### Signal wires on met1

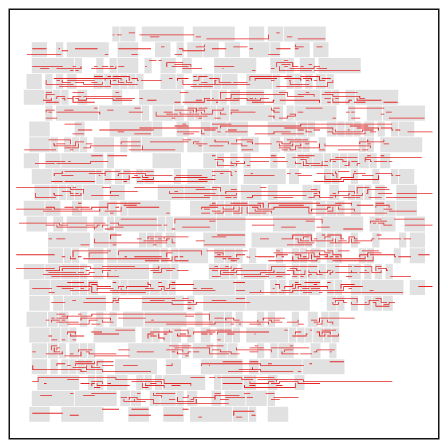
### Met2 routing

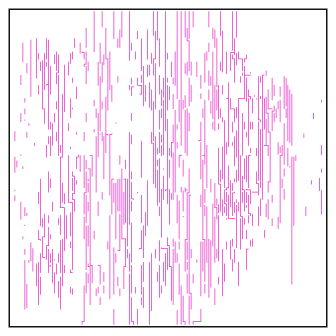
### Metal 3

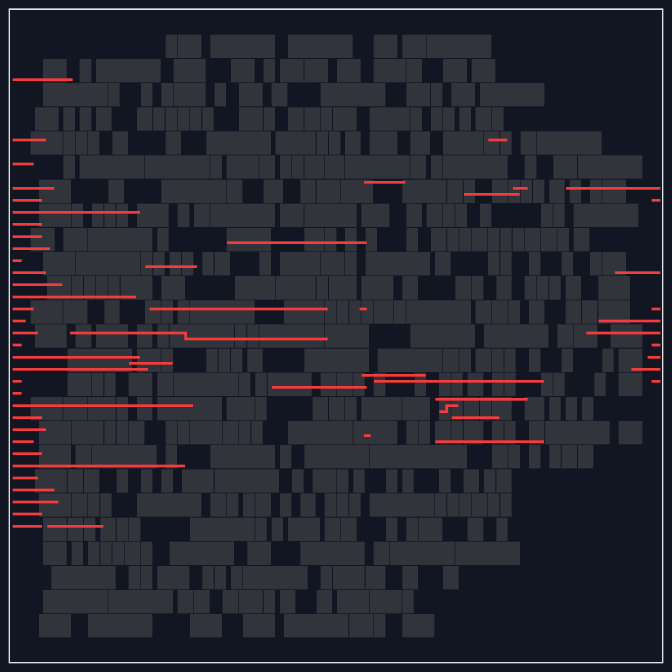
### Pin placement

Pins as bars across the die edge, other pins in grey.
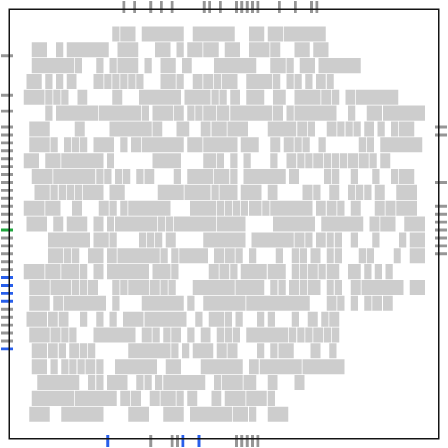
[src/rtl/mem_copy_engine.sv]
// Memory-to-memory copy engine.
// Copies Length words from SrcBase to DstBase through a single-port data
// memory that forms base+offset itself. Each word costs one READ cycle
// (load data captured into a hold register) and one WRITE cycle (store).
// Copies proceed in ascending order, so an overlapping destination above
// the source replicates source data.
module mem_copy_engine #(
  parameter int W = 8,
  parameter int A = 8
) (
  input  logic         Clk,
  input  logic         Reset,
  input  logic         Start,
  input  logic [A-1:0] SrcBase,
  input  logic [A-1:0] DstBase,
  input  logic [A-1:0] Length,
  output logic [A-1:0] MemAddress,
  output logic [A-1:0] MemOffset,
  output logic         MemWriteEn,
  output logic [W-1:0] MemWData,
  input  logic [W-1:0] MemRData,
  output logic         Busy,
  output logic         Done,
  output logic [A-1:0] Count
);

  localparam logic [1:0] IDLE  = 2'd0;
  localparam logic [1:0] READ  = 2'd1;
  localparam logic [1:0] WRITE = 2'd2;
  localparam logic [1:0] DONE  = 2'd3;

  logic [1:0]   state;
  logic [A-1:0] src;
  logic [A-1:0] dst;
  logic [A-1:0] len;
  logic [A-1:0] idx;
  logic [A-1:0] count;
  logic [W-1:0] hold;
  logic [A-1:0] idx_next;

  assign idx_next = idx + 1'b1;

  // Copy sequencing: latch the request, then alternate READ/WRITE per word.
  always_ff @(posedge Clk) begin
    if (Reset) begin
      state <= IDLE;
      src   <= '0;
      dst   <= '0;
      len   <= '0;
      idx   <= '0;
      count <= '0;
      hold  <= '0;
    end else begin
      case (state)
        IDLE: begin
          if (Start) begin
            src   <= SrcBase;
            dst   <= DstBase;
            len   <= Length;
            idx   <= '0;
            count <= '0;
            state <= (Length != '0) ? READ : DONE;
          end
        end
        READ: begin
          hold  <= MemRData;
          state <= WRITE;
        end
        WRITE: begin
          idx   <= idx_next;
          count <= count + 1'b1;
          state <= (idx_next == len) ? DONE : READ;
        end
        default: begin
          state <= IDLE;
        end
      endcase
    end
  end

  // Memory port and status outputs decoded from the current state only.
  always_comb begin
    MemAddress = '0;
    MemOffset  = '0;
    MemWriteEn = 1'b0;
    MemWData   = '0;
    Busy       = 1'b0;
    Done       = 1'b0;
    case (state)
      READ: begin
        MemAddress = src;
        MemOffset  = idx;
        Busy       = 1'b1;
      end
      WRITE: begin
        MemAddress = dst;
        MemOffset  = idx;
        MemWData   = hold;
        MemWriteEn = 1'b1;
        Busy       = 1'b1;
      end
      DONE: begin
        Done = 1'b1;
      end
      default: begin
      end
    endcase
  end

  assign Count = count;

endmodule
[config.mk]
export PLATFORM = sky130hd
export DESIGN_NAME = mem_copy_engine
export DESIGN_NICKNAME = d
export VERILOG_FILES = /design/src/rtl/mem_copy_engine.sv
export SDC_FILE = /design/constraint.sdc
export NUM_CORES = 1
export LEC_CHECK = 0
export ABC_AREA = 1
export CORE_MARGIN = 2
export CORE_UTILIZATION = 51
export CTS_CLUSTER_DIAMETER = 80
export DETAILED_ROUTE_END_ITERATION = 12
export PLACE_DENSITY = 0.85
export SLEW_MARGIN = 20
export SYNTH_ARGS = -nofsm -noshare
export SYNTH_HDL_FRONTEND = slang
export SYNTH_SLANG_ARGS = --single-unit
[constraint.sdc]
create_clock -name Clk -period 3.8 [get_ports Clk]
set_input_delay 1.14 -clock Clk [delete_from_list [all_inputs] [get_ports Clk]]
set_output_delay 1.14 -clock Clk [all_outputs]
set_load 0.1 [all_outputs]
==> notes.md <==
Item: results of the latest flow run.

- The final clock period utilization by the worst path is 0.849.
- Detailed-route iteration 0 reported a violation count of between 150 and 200.
- Counting flops with an async set or reset pin after synthesis yields a share of 0.
- The heaviest power group is registers.
- The floorplan step records an initial core utilization of 0.525.
- The power per cell area is 374 nW/um2.
- The number of non-clock inverters is 45.
- The post-route report lists met1 wire length as 2560 um.
- The number of flops mapped to enable cells by yosys is 0.
- Synthesis produced a netlist with a net count of between 400 and 500.
- Hold is met by 0.472 ns.
- The worst-case max-slew headroom was logged as 0.447.
- The dominant cell type by area after synthesis is sky130_fd_sc_hd__dfxtp_1.
- The flow ran to the end, and the final reports show no timing, DRC or antenna violations.
- The summed standard-cell area reported by yosys is 2460 um2.
- For reference, the critical path cell chain is inv_1 > ha_1 > nand2_1 > a21oi_2 > buf_4.
- The flow measured a signed area growth from synthesis to layout of 29.9%.
- The worst register-to-register path ends at idx[2].
- The combinational group share of total power is 0.202.
- STA on the placed design reports a worst setup slack of approximately 0.8 ns.
- The mapped cell area is around 2500 um2.
- The number of cell instances after yosys synthesis is about 370.
- The count of plain and timing-repair buffers in the layout is 71.
- The timing startpoint of the critical path is state[0].
- Per the timing report, the achievable frequency comes out to 0.310 GHz.
- The startpoint kind of the worst setup timing path is a flip-flop.
- Registers represent a cell area share of 0.313.
- The number of fill cells is 415.
- The worst register-to-register path has a depth of 6.
- The most common cell in the synthesized netlist is sky130_fd_sc_hd__nand2_1.
- Per Yosys stat, the portion of area used by sequential elements is 0.407.
- Among the non-sequential cells, simple AND/OR/NAND/NOR gates take the most area.
- The floorplan die area is 5400 um2.
- The per-cell via count in the routed design is 5.11.
- Per the final timing report, the hold violations number 0.
- The most used flip-flop cell is sky130_fd_sc_hd__dfxtp_1.
- The final timing report lists a max-slew violation count of 0.
- The clock period minus worst slack is 3.23 ns.
- The detailed-routed wire length on met3 is 368 um.
- Once synthesis finished, the tally of register bits stood at roughly 50.
- The longest incremental delay of any stage on the critical path is reported as about 0.70 ns.
- The total number of nets in the final design is 471.
- Per the cell usage report, the commonest logic cell in the layout is sky130_fd_sc_hd__nand2_1.
- The tally of nets with antenna violations remaining after routing is 0.
- The placed wire-length estimate is 4240 um.
- Counting instances, the worst hold path has a depth of 2.
- IR analysis of the VDD net gives a maximum drop of 0.183 mV.
- The final layout reports a setup TNS of 0 ns.
- The core box area is 4690 um2.
- The path with the worst hold slack has its endpoint at len[3].
-- 'Signal wires on met1' (at the start) --
main direction: horizontal
share of all routed wire: 44%
nets with wire on the layer: 417
Vias: 2476
met1 layer usage reported by global route: 0.281

-- 'Met2 routing' (at the start) --
wire length on this layer: 2840 um
nets with wire on the layer: 363
share of all routed wire: 49%
GR Util met2: 0.404
wire length after detailed routing: 5830 um

-- 'Metal 3' (at the start) --
main direction: horizontal
wire length on this layer: 369 um
longest straight run: 20.0 um
share of all routed wire: 6.3%
global-route met3 utilization: 0.0549

-- 'Pin placement' (at the start) --
| port | colour | pins | direction | edge |
|---|---|---|---|---|
| `MemWriteEn` | green | 1 | output | left |
| `DstBase` | blue | 8 | input | 5 left, 3 bottom |
all pins by edge: 32 left, 17 top, 11 bottom, 10 right
horizontal die size: 73.5 um
die outline height: 73.5 um
PortBufs: 69

Power is estimated from default activity; no workload was simulated.
